`config.mk`:
```
export PLATFORM = sky130hd
export DESIGN_NAME = vdp_vram_arbiter_flat
export DESIGN_NICKNAME = d
export VERILOG_FILES = /design/src/rtl/vdp_vram_arbiter_if.sv /design/src/rtl/vdp_vram_arbiter.sv /design/src/flat_wrapper.sv
export SDC_FILE = /design/constraint.sdc
export NUM_CORES = 1
export LEC_CHECK = 0
export CAP_MARGIN = 20
export CORE_MARGIN = 1
export CORE_UTILIZATION = 36
export DETAILED_ROUTE_END_ITERATION = 8
export GPL_TIMING_DRIVEN = 1
export PLACE_DENSITY = 0.85
export SYNTH_ARGS = -nofsm -noshare
export SYNTH_HDL_FRONTEND = slang
export SYNTH_SLANG_ARGS = --single-unit
export TNS_END_PERCENT = 1
```
`constraint.sdc`:
```
create_clock -name clk -period 1.7 [get_ports clk]
set_input_delay 0.255 -clock clk [delete_from_list [all_inputs] [get_ports clk]]
set_output_delay 0.255 -clock clk [all_outputs]
set_load 0.02 [all_outputs]
```
`src/rtl/vdp_vram_arbiter_if.sv`:
```
// Bus bundle between the VDP fetch units/CPU port, the VRAM arbiter and the VRAM macro.
// The slave modport is the arbiter; the master modport is the requester and VRAM side.
interface vdp_vram_arbiter_if #(
    parameter int ADDR_W = 14,
    parameter int DATA_W = 8
);
    logic              vblank;
    logic              bg_req;
    logic [ADDR_W-1:0] bg_addr;
    logic              spr_req;
    logic [ADDR_W-1:0] spr_addr;
    logic              cpu_req;
    logic              cpu_we;
    logic [ADDR_W-1:0] cpu_addr;
    logic [DATA_W-1:0] cpu_wdata;
    logic              bg_gnt;
    logic              spr_gnt;
    logic              cpu_gnt;
    logic              bg_valid;
    logic              spr_valid;
    logic              cpu_valid;
    logic [DATA_W-1:0] rdata;
    logic              vram_en;
    logic              vram_we;
    logic [ADDR_W-1:0] vram_addr;
    logic [DATA_W-1:0] vram_wdata;
    logic [DATA_W-1:0] vram_rdata;

    modport slave (
        input  vblank, bg_req, bg_addr, spr_req, spr_addr,
               cpu_req, cpu_we, cpu_addr, cpu_wdata, vram_rdata,
        output bg_gnt, spr_gnt, cpu_gnt, bg_valid, spr_valid, cpu_valid,
               rdata, vram_en, vram_we, vram_addr, vram_wdata
    );

    modport master (
        output vblank, bg_req, bg_addr, spr_req, spr_addr,
               cpu_req, cpu_we, cpu_addr, cpu_wdata, vram_rdata,
        input  bg_gnt, spr_gnt, cpu_gnt, bg_valid, spr_valid, cpu_valid,
               rdata, vram_en, vram_we, vram_addr, vram_wdata
    );
endinterface

```
`src/rtl/vdp_vram_arbiter.sv`:
```
// Single-port VRAM arbiter for BG fetch, SPR fetch and the CPU port, one access in flight.
// Define VDP_ARB_STARVE_GUARD_EN to let a long-waiting CPU request override priority.
module vdp_vram_arbiter #(
    parameter int ADDR_W     = 14,
    parameter int DATA_W     = 8,
    parameter int RD_LAT     = 2,
    parameter int STARVE_MAX = 16
) (
    input logic               clk,
    input logic               rst,
    vdp_vram_arbiter_if.slave bus
);
    typedef enum logic [1:0] {IDLE, ISSUE, WAIT, DONE} state_t;
    typedef enum logic [1:0] {OWN_NONE, OWN_BG, OWN_SPR, OWN_CPU} owner_t;

    state_t            state, state_nx;
    owner_t            owner, owner_nx, winner;
    logic [ADDR_W-1:0] addr_q, addr_nx;
    logic              we_q, we_nx;
    logic [DATA_W-1:0] wdata_q, wdata_nx;
    logic [DATA_W-1:0] rdata_q, rdata_nx;
    logic [2:0]        cnt_q, cnt_nx;
    logic              cpu_first;
    logic              arb_slot;

    if (RD_LAT < 1 || RD_LAT > 7 || STARVE_MAX < 1 || STARVE_MAX > 255) begin : g_bad_param
        $error("vdp_vram_arbiter: RD_LAT or STARVE_MAX out of range");
    end

`ifdef VDP_ARB_STARVE_GUARD_EN
    logic [7:0] cpu_wait;

    always_ff @(posedge clk) begin
        if (rst || !bus.cpu_req || bus.cpu_gnt) begin
            cpu_wait <= '0;
        end else if (cpu_wait != 8'(STARVE_MAX)) begin
            cpu_wait <= cpu_wait + 8'd1;
        end
    end

    assign cpu_first = bus.vblank || (cpu_wait == 8'(STARVE_MAX));
`else
    assign cpu_first = bus.vblank;
`endif

    assign arb_slot = (state == IDLE) || (state == DONE);

    // During vblank (or a starved CPU) the CPU jumps ahead; otherwise it is served last.
    always_comb begin
        winner = OWN_NONE;
        if (cpu_first && bus.cpu_req) begin
            winner = OWN_CPU;
        end else if (bus.bg_req) begin
            winner = OWN_BG;
        end else if (bus.spr_req) begin
            winner = OWN_SPR;
        end else if (bus.cpu_req) begin
            winner = OWN_CPU;
        end
    end

    always_comb begin
        state_nx = state;
        owner_nx = owner;
        addr_nx  = addr_q;
        we_nx    = we_q;
        wdata_nx = wdata_q;
        cnt_nx   = cnt_q;
        rdata_nx = rdata_q;
        case (state)
            IDLE, DONE: begin
                state_nx = IDLE;
                owner_nx = OWN_NONE;
                case (winner)
                    OWN_BG: begin
                        state_nx = ISSUE;
                        owner_nx = OWN_BG;
                        addr_nx  = bus.bg_addr;
                        we_nx    = 1'b0;
                        wdata_nx = '0;
                    end
                    OWN_SPR: begin
                        state_nx = ISSUE;
                        owner_nx = OWN_SPR;
                        addr_nx  = bus.spr_addr;
                        we_nx    = 1'b0;
                        wdata_nx = '0;
                    end
                    OWN_CPU: begin
                        state_nx = ISSUE;
                        owner_nx = OWN_CPU;
                        addr_nx  = bus.cpu_addr;
                        we_nx    = bus.cpu_we;
                        wdata_nx = bus.cpu_we ? bus.cpu_wdata : '0;
                    end
                    default: ;
                endcase
            end
            ISSUE: begin
                if (we_q) begin
                    state_nx = DONE;
                end else begin
                    cnt_nx   = 3'(RD_LAT - 1);
                    state_nx = WAIT;
                end
            end
            WAIT: begin
                if (cnt_q == 3'd0) begin
                    rdata_nx = bus.vram_rdata;
                    state_nx = DONE;
                end else begin
                    cnt_nx = cnt_q - 3'd1;
                end
            end
            default: state_nx = IDLE;
        endcase
    end

    always_ff @(posedge clk) begin
        if (rst) begin
            state   <= IDLE;
            owner   <= OWN_NONE;
            addr_q  <= '0;
            we_q    <= 1'b0;
            wdata_q <= '0;
            cnt_q   <= '0;
            rdata_q <= '0;
        end else begin
            state   <= state_nx;
            owner   <= owner_nx;
            addr_q  <= addr_nx;
            we_q    <= we_nx;
            wdata_q <= wdata_nx;
            cnt_q   <= cnt_nx;
            rdata_q <= rdata_nx;
        end
    end

    // Strobes are gated by rst so nothing leaks out while reset is held.
    always_comb begin
        bus.bg_gnt     = 1'b0;
        bus.spr_gnt    = 1'b0;
        bus.cpu_gnt    = 1'b0;
        bus.bg_valid   = 1'b0;
        bus.spr_valid  = 1'b0;
        bus.cpu_valid  = 1'b0;
        bus.vram_en    = 1'b0;
        bus.vram_we    = 1'b0;
        bus.vram_addr  = '0;
        bus.vram_wdata = '0;
        if (!rst) begin
            if (arb_slot) begin
                bus.bg_gnt  = (winner == OWN_BG);
                bus.spr_gnt = (winner == OWN_SPR);
                bus.cpu_gnt = (winner == OWN_CPU);
            end
            if (state == DONE) begin
                bus.bg_valid  = (owner == OWN_BG);
                bus.spr_valid = (owner == OWN_SPR);
                bus.cpu_valid = (owner == OWN_CPU);
            end
            if (state == ISSUE) begin
                bus.vram_en    = 1'b1;
                bus.vram_we    = we_q;
                bus.vram_addr  = addr_q;
                bus.vram_wdata = wdata_q;
            end
        end
    end

    assign bus.rdata = rdata_q;

endmodule

```
`src/flat_wrapper.sv`:
```
// flat-port wrapper written by rule: the top's interface ports become plain ports
module vdp_vram_arbiter_flat 
#(
    parameter int ADDR_W     = 14,
    parameter int DATA_W     = 8,
    parameter int RD_LAT     = 2,
    parameter int STARVE_MAX = 16
)
  (clk, rst, bus_vblank, bus_bg_req, bus_bg_addr, bus_spr_req, bus_spr_addr, bus_cpu_req, bus_cpu_we, bus_cpu_addr, bus_cpu_wdata, bus_vram_rdata, bus_bg_gnt, bus_spr_gnt, bus_cpu_gnt, bus_bg_valid, bus_spr_valid, bus_cpu_valid, bus_rdata, bus_vram_en, bus_vram_we, bus_vram_addr, bus_vram_wdata);
  vdp_vram_arbiter_if #(.ADDR_W(ADDR_W), .DATA_W(DATA_W)) bus_i ();
  input logic clk;
  input logic rst;
  input wire logic [$bits(bus_i.vblank)-1:0] bus_vblank;
  input wire logic [$bits(bus_i.bg_req)-1:0] bus_bg_req;
  input wire logic [$bits(bus_i.bg_addr)-1:0] bus_bg_addr;
  input wire logic [$bits(bus_i.spr_req)-1:0] bus_spr_req;
  input wire logic [$bits(bus_i.spr_addr)-1:0] bus_spr_addr;
  input wire logic [$bits(bus_i.cpu_req)-1:0] bus_cpu_req;
  input wire logic [$bits(bus_i.cpu_we)-1:0] bus_cpu_we;
  input wire logic [$bits(bus_i.cpu_addr)-1:0] bus_cpu_addr;
  input wire logic [$bits(bus_i.cpu_wdata)-1:0] bus_cpu_wdata;
  input wire logic [$bits(bus_i.vram_rdata)-1:0] bus_vram_rdata;
  output wire logic [$bits(bus_i.bg_gnt)-1:0] bus_bg_gnt;
  output wire logic [$bits(bus_i.spr_gnt)-1:0] bus_spr_gnt;
  output wire logic [$bits(bus_i.cpu_gnt)-1:0] bus_cpu_gnt;
  output wire logic [$bits(bus_i.bg_valid)-1:0] bus_bg_valid;
  output wire logic [$bits(bus_i.spr_valid)-1:0] bus_spr_valid;
  output wire logic [$bits(bus_i.cpu_valid)-1:0] bus_cpu_valid;
  output wire logic [$bits(bus_i.rdata)-1:0] bus_rdata;
  output wire logic [$bits(bus_i.vram_en)-1:0] bus_vram_en;
  output wire logic [$bits(bus_i.vram_we)-1:0] bus_vram_we;
  output wire logic [$bits(bus_i.vram_addr)-1:0] bus_vram_addr;
  output wire logic [$bits(bus_i.vram_wdata)-1:0] bus_vram_wdata;
  assign bus_i.vblank = bus_vblank;
  assign bus_i.bg_req = bus_bg_req;
  assign bus_i.bg_addr = bus_bg_addr;
  assign bus_i.spr_req = bus_spr_req;
  assign bus_i.spr_addr = bus_spr_addr;
  assign bus_i.cpu_req = bus_cpu_req;
  assign bus_i.cpu_we = bus_cpu_we;
  assign bus_i.cpu_addr = bus_cpu_addr;
  assign bus_i.cpu_wdata = bus_cpu_wdata;
  assign bus_i.vram_rdata = bus_vram_rdata;
  assign bus_bg_gnt = bus_i.bg_gnt;
  assign bus_spr_gnt = bus_i.spr_gnt;
  assign bus_cpu_gnt = bus_i.cpu_gnt;
  assign bus_bg_valid = bus_i.bg_valid;
  assign bus_spr_valid = bus_i.spr_valid;
  assign bus_cpu_valid = bus_i.cpu_valid;
  assign bus_rdata = bus_i.rdata;
  assign bus_vram_en = bus_i.vram_en;
  assign bus_vram_we = bus_i.vram_we;
  assign bus_vram_addr = bus_i.vram_addr;
  assign bus_vram_wdata = bus_i.vram_wdata;
  vdp_vram_arbiter #(.ADDR_W(ADDR_W), .DATA_W(DATA_W), .RD_LAT(RD_LAT), .STARVE_MAX(STARVE_MAX)) u_core (.clk(clk), .rst(rst), .bus(bus_i));
endmodule
```
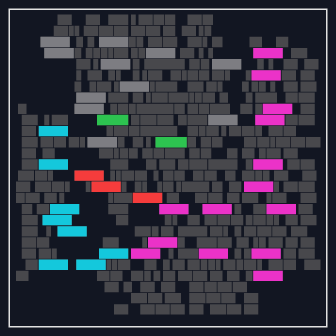
Figure 1: run 1, where the registers sit.
Key: red = u_core.cnt_q [sequential cells 3]; cyan = u_core.wdata_q [sequential cells 8]; magenta = u_core.addr_q [sequential cells 14]; green = u_core.state [sequential cells 2]
Another 11 sequential cells are not coloured.

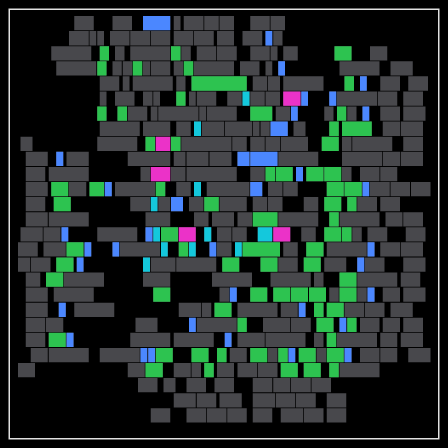
Figure 2: run 1, gate-type map.
Key: cyan = inverters [cells 11, where middle]; blue = NOR gates [cells 37]; magenta = AND-OR and OR-AND gates [cells 5]; green = inverting AOI/OAI gates [cells 72]

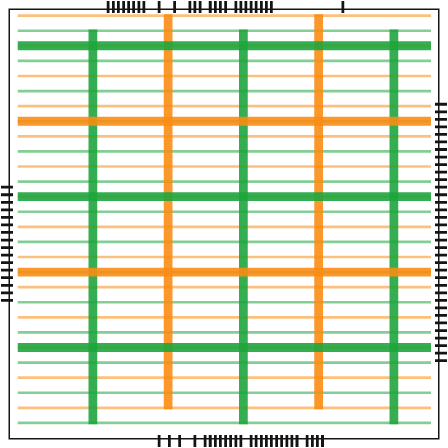
Figure 3: run 1, supply network.
Pins as bars on the die edge.
Key: orange = VDD; green = VSS
28 met1 rails follow the rows. 5 straps on met5. 5 straps on met4. The core has 27 rows.

==> run summary, run 1 <==
Results of the implementation run.

The worst hold slack after final layout is 459 ps. Summed over all layers, the routed wires come to 7040 um. The largest fanout on the critical path came out at 8. The top-level I/O count came out at 103. Per the timing report, the most critical flop-to-flop path finishes at u_core.state[0]. The run finished, with violations left. The commonest cells after synthesis are 38 x dfxtp_1, 32 x nor2_1, 25 x a21oi_1. The site row count is 27. The kind of end point of the critical path is an output pin. The mux contribution to synthesized area came out at 0. The number of DRC violations after detailed routing came out at 0. The top-area cell type share of the netlist area is 0.374.

The via count of the first global-routing pass came to 2,384. Counting endpoints that fail hold in the final report gives 0. From the final report, the count of setup violators was given as 25.

The main area contributors are dfxtp_1 37%, and2_1 7.1%, a311oi_1 6.5%. The leakage power summed over all cells came out at 0.00140 uW. The share of total power dissipated in combinational logic is 0.559. The post-route minimum period is 1800 ps. The net count after synthesis is 322.

The chip occupies 5960 um^2. The number of OpenROAD warnings is 30. The count of cell types in the netlist came out at 32. The checks that failed: setup timing. Of all the cell area in the finished design, non-clock buffers hold 0.367.

The sink of the worst hold path is u_core.bus.rdata[5]. The number of flip-flops and latches in the synthesized netlist is 38. The net total in the final layout is 441. The source of the worst register-to-register timing path is u_core.state[0]. The worst-margin pin slew is 447 ps.

The achievable frequency is 554 MHz. The power report attributes to the sequential group a share of 0.292. The number of fill cells came out at 460. The critical hold path startpoint is u_core.bus.rdata[5]. Dividing the detail-routed via count by the number of cells gives 5.46. The switching share of power is 0.397.

The number of cells on the worst reg-to-reg path is 6. Input and output buffers added on the ports amount to 102. The biggest cell delay along the critical path is 360 ps. The post-CTS setup buffer count came out at 0. The sequential portion of the cell area is 0.214. The cell count of the worst hold path is 2. The total cells reported by yosys after synthesis is 252. Looking at the group totals, the largest power group turns out to be combinational cells. After layout, the clock buffer instance count stands at 7. Counting flops per register, the top entry is u_core.addr_q. The buffer-and-inverter tally for the worst setup path is 3. The internal power contribution is 2680 uW. Summing all placed instances gives a cell area of 3320 um^2. Once routing completed, OpenROAD measured the worst setup slack at -104 ps. Summed over all nets, the switching power comes to 1770 uW.
==> run 1: per-layer routing <==
| metal | vias to the layer above | part of all wire | global-route usage | wire length (um) |
|---|---|---|---|---|
| met5 | - | 0 | 0 | 0 |
| met4 | 0 | 0.018 | 0.108 | 130 |
| met3 | 14 | 0.068 | 0.0464 | 482 |
| met2 | 96 | 0.49 | 0.419 | 3470 |
| met1 | 1152 | 0.42 | 0.281 | 2960 |
| li1 | 1162 | - | - | - |
==> run 1: how the worst max path moves through the flow <==
stage | start | end | cells past startpoint
finish | u_core.state[0] | bus_vram_addr[6] | 6
floorplan | u_core.state[1] | bus_vram_addr[11] | 5
detailed placement | rst | bus_cpu_valid | 5
global route | u_core.state[0] | bus_vram_addr[6] | 6
CTS | u_core.state[0] | bus_vram_wdata[5] | 6
global placement | rst | bus_spr_gnt | 4
==> inputs of run 2 (changes only) <==
Settings changed: CORE_UTILIZATION 36 to 41, PLACE_DENSITY 0.85 to 0.91.
Clock period 1.7 ns to 2.1 ns, I/O delays scaled along.
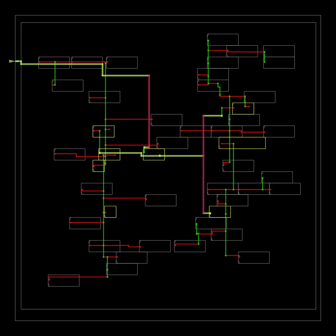
Figure 4: run 2, the clock network.
number of buffers created by CTS: 5
clock skew: 4.61 ps
Clock Buffer Count: 5
sequential cell count: 38
clock sink total: 38

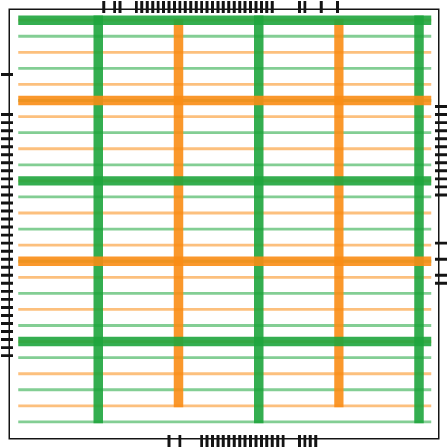
Figure 5: run 2, supply network.
Pins as bars on the die edge.
Key: orange = VDD; green = VSS
5 straps on met4. The core has 25 rows. 5 straps on met5. 103 signal pins sit on the boundary.

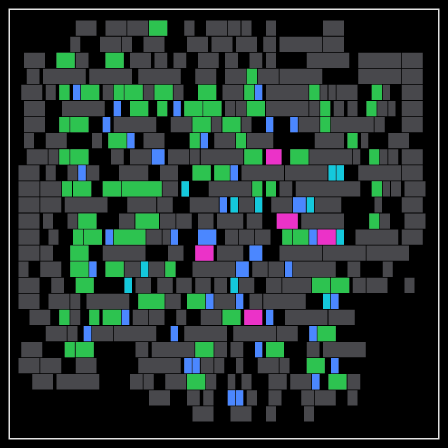
Figure 6: run 2, gate-type map.
Key: magenta = AND-OR and OR-AND gates [cells 5, where middle]; cyan = inverters [cells 11]; green = inverting AOI/OAI gates [cells 72]; blue = NOR gates [cells 37]

==> run 2 against run 1 <==
  * The flow now finishes without violations
  * Critical path depth is the same
  * Via count fell by 0.58%
  * Sequential share of layout area increased by 2.4 points
  * Area after synthesis unchanged
  * Largest power group unchanged
  * Highest routed layer unchanged
==> run summary, run 2 <==
Results of the implementation run.

For the worst min-delay path, the startpoint reported by OpenROAD is u_core.bus.rdata[4]. The power dissipated by switching net loads came out at 1330 uW. The number of DRC violations after detailed routing is 0. The final-report max-slew violation count came out at 0.

The biggest cell delay along the critical path is 340 ps. The sequential share of power came out at 0.316. u_core.addr_q holds more flip-flops than any other register. The summed area of non-filler cells in the final layout is 3200 um^2. The sink of the worst hold path is u_core.bus.rdata[4].

The number of cells on the critical path came out at 6. Final hold analysis gives a worst-case slack of 458 ps. Summed over all cells, the static leakage comes to 0.00128 uW. The worst-margin pin slew came out at 569 ps. The post-route minimum period came out at 2050 ps.

For reference, the critical path is captured by bus_vram_addr[13]. Fill cells in the final layout number 413. Per the repair_timing log after CTS, setup buffers inserted total 0. Setup total negative slack on the finished layout was measured at 0 ps. The flow ran to the end, and the final reports show no timing, DRC or antenna violations. The die area is 5250 um^2.

The number of OpenROAD warnings came out at 29. Looking at the reg2reg group, the worst path starts from u_core.state[0]. The reported sequential group power came out at 1040 uW. Along the critical path, the tally of buffer and inverter instances is 3. The dominant power group is combinational cells. The mux contribution to synthesized area came out at 0. The cell count of the worst hold path came out at 2. The number of endpoints with negative hold slack in the final report is 0. Tracing the worst setup path back leads to its startpoint at u_core.state[0]. The relative contribution of combinational cells to total power came out at 0.494. The number of buffer cells added on primary ports is 102.

The worst path setup slack after routing is 45.6 ps. The routed wire length is 6630 um. 103 I/O pins were placed. The achievable frequency is 487 MHz. The OpenROAD report gives the critical path a required time of 1780 ps. The script computed the net switching share of total power as 0.404. The worst register-to-register path ends at u_core.addr_q[6]. The main area contributors are dfxtp_1 37%, and2_1 7.1%, a311oi_1 6.5%.

The site row count is 25. The cell family contributing the most delay on the critical path is buffers and inverters. Of all nets on the critical path, the largest fanout is 12.

The initial antenna violation count came out at 0. Per the Yosys statistics, synthesis produced 252 cells. The commonest cells after synthesis are 38 x dfxtp_1, 32 x nor2_1, 25 x a21oi_1. The total inserted antenna cells came out at 0. The worst setup path is launched from a flop. The number of placed instances with taps included came out at 422. The die is 72.4 um tall. The gate count of the mapped netlist came out at 252. The via count of the first global-routing pass is 2,359.

The top-area cell type share of the netlist area came out at 0.374. The net count after synthesis is 322. The number of vias in the routed layout is 2,410. Summed over all combinational cells, the power is 1620 uW. The adder-cell share of the synthesized area is 0.0308.

The number of cells on the worst reg-to-reg path came out at 6. The routed via count divided by cell count came out at 5.60. The simple-gate share of the synthesized area is 0.242. The internal power of the cells totals 1960 uW. The count of cell types in the netlist came out at 32.

The final setup violation count came out at 0. The number of flip-flops and latches in the synthesized netlist is 38. The net total in the final layout came out at 432. STA classifies the critical path endpoint as an output pin.

Summing all placed instances gives a cell area of 3210 um^2.
-- run 2: cell counts after synthesis --
Identical to the previous run, type by type.
-- run 2: layer usage --
| metal | up-vias | GRT usage | part of all wire | wire [um] |
|---|---|---|---|---|
| met2 | 109 | 0.470 | 0.51 | 3410 |
| met1 | 1146 | 0.293 | 0.39 | 2610 |
| li1 | 1139 | - | - | - |
| met4 | 0 | 0.0871 | 0.021 | 137 |
| met5 | - | 0 | 0 | 0 |
| met3 | 16 | 0.0486 | 0.070 | 466 |
-- run 2: layout make-up --
type | count | share of cell area
timing repair buffer | 124 | 0.329
clock inverter | 3 | 0.0141
multi-input combinational | 182 | 0.358
inverter | 11 | 0.0129
clock buffer | 5 | 0.0215
tap | 67 | 0.0262
sequential | 38 | 0.238
==> inputs of run 3 (changes only) <==
Settings changed: SKIP_LAST_GASP from default to 1.
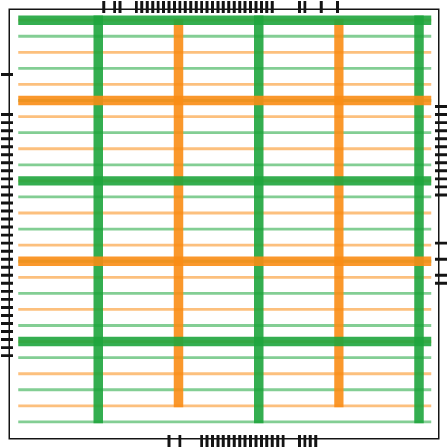
Figure 7: run 3, supply network.
Pins as bars on the die edge.
Key: orange = VDD; green = VSS
103 signal pins sit on the boundary. The core has 25 rows. 26 met1 rails follow the rows. 5 straps on met5.

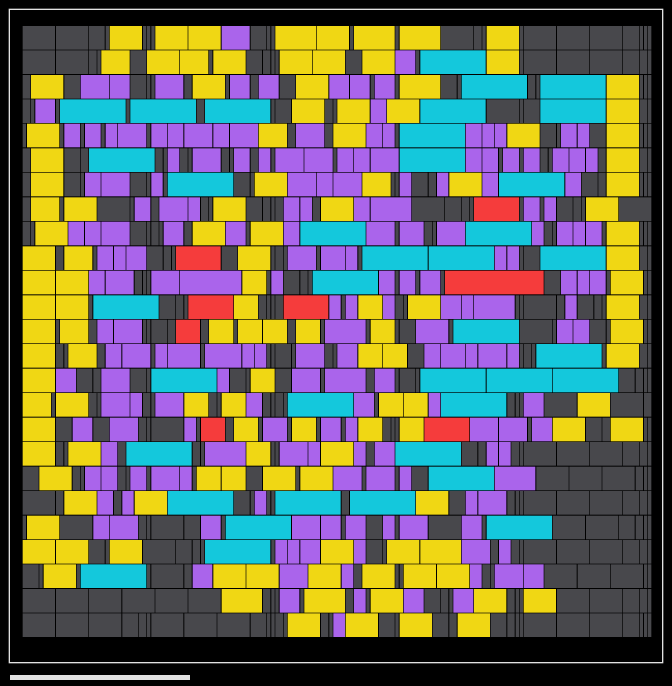
Figure 8: run 3, placed cells, one colour a class.
Scale bar: 20 um. Fill, decap, tap and diode cells in grey.
Key: yellow = other buffers and delay cells [cells 124]; red = clock drivers and dummy loads [cells 8]; purple = all other logic [cells 193]; cyan = flops [cells 38]

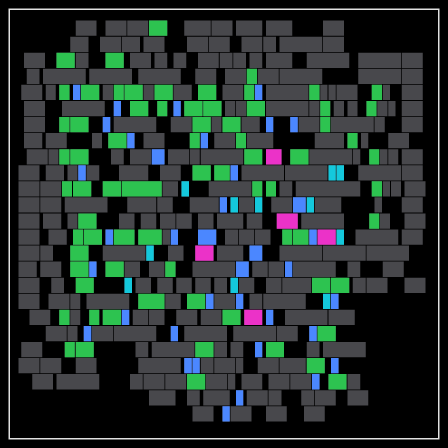
Figure 9: run 3, gate-type map.
Key: magenta = AND-OR and OR-AND gates [cells 5, where middle]; blue = NOR gates [cells 37]; green = inverting AOI/OAI gates [cells 72]; cyan = inverters [cells 11]

==> run 3 against run 2 <==
  * The run now ends with setup timing left
  * First-iteration DRC count decreased by 1.4%
  * Hold slack worse by 0.54 ps
  * Critical path depth did not move
  * Non-clock buffer count is the same
  * Core utilization grew 2.8 points
  * Clock-buffer cell count did not move
  * Fmax is 12% lower
  * Sequential share of layout area fell by 0.95 points
  * Setup slack lost 290 ps
  * Critical endpoint is now bus_vram_wdata[0]
  * Largest power group unchanged
==> run summary, run 3 <==
Results of the implementation run.

The busiest metal layer after global routing is met2. 103 I/O pins were placed. The routed wire length is 6590 um. The number of placed instances with taps included is 422. The buffer-and-inverter tally for the worst setup path is 3. The summed area of non-filler cells in the final layout came out at 3330 um^2. Once routing completed, OpenROAD measured the worst setup slack at -247 ps.

In the global route stage, met2 resource usage came out at 0.476. The number of cells on the worst reg-to-reg path came out at 6. The vertical die dimension is 72.4 um. The number of cells reported by Yosys stat comes to 252. The final setup violation count came out at 19. The source of the critical timing path is u_core.state[0]. The number of flip-flops and latches in the synthesized netlist is 38. The met1 track demand over resource in global routing came out at 0.287. Across all stage logs, warnings added up to 30. The data required time of the worst path came out at 1780 ps.

Counting flops per register, the top entry is u_core.addr_q. STA lists the endpoint of the worst register-to-register path as u_core.addr_q[6]. The worst clock skew on the final layout is 3.64 ps.

The internal power contribution came out at 1980 uW. The flow ran to the end, but the final reports show violations. The number of vias in the routed layout is 2,392. The count of cell types in the netlist is 32. The die area came out at 5250 um^2. The site row count came out at 25. The number of DRC violations after detailed routing is 0.

The number of buffer cells added on primary ports came out at 102. The top-area cell type share of the netlist area is 0.374. OpenSTA lists the critical path endpoint as bus_vram_wdata[0]. The final reports fail on setup timing. The TritonCTS buffer count is 5. Switching power as a fraction of the total was reported as 0.398. The longest incremental delay of any stage on the critical path is reported as 600 ps. Final hold analysis gives a worst-case slack of 457 ps. Summed over all sequential cells, the power is 1040 uW. The worst-margin pin slew came out at 527 ps. The sequential share of power came out at 0.315.

The kind of cell with the highest combined delay along the critical path is buffers and inverters. Ranked by total cell area, the synthesized netlist is headed by dfxtp_1 37%, and2_1 7.1%, a311oi_1 6.5%. In the per-layer summary, the met1 wirelength comes to 2610 um. The critical path crosses 6 cells after its start point. For the final routed database, the setup TNS stands at -3230 ps. The source of the worst register-to-register timing path is u_core.state[0]. The routed via count divided by cell count came out at 5.56. The sink of the worst hold path is u_core.bus.rdata[2]. The leakage power summed over all cells is 0.00140 uW. The critical hold path startpoint is u_core.bus.rdata[2].
## run 3: cell counts after synthesis
No cell type changed its count.
## run 3: area by class of cell
type,instances,area (um^2)
Clock buffer,5,68.8
Clock inverter,3,45.0
Fill cell,396,1420
Inverter,11,41.3
Multi-Input combinational cell,182,1140
Sequential cell,38,761
Tap cell,67,83.8
Timing Repair Buffer,124,1190
## run 3: what timing repair did
item | 4_1_cts | 5_1_grt
gates resized | 9 | 7
endpoints found under the hold margin | 0 | 0
buffers inserted | 0 | 0
endpoints found under the setup margin | 30 | 30
## run 3: cell families after synthesis
kind of cell	count (synthesis)	synth area share
simple gates	100	0.242
compound gates	77	0.287
flops	38	0.374
buf+inv	32	0.0670
fa+ha+maj	5	0.0308
Power figures rest on the tool's default switching activity, not on a simulated workload.
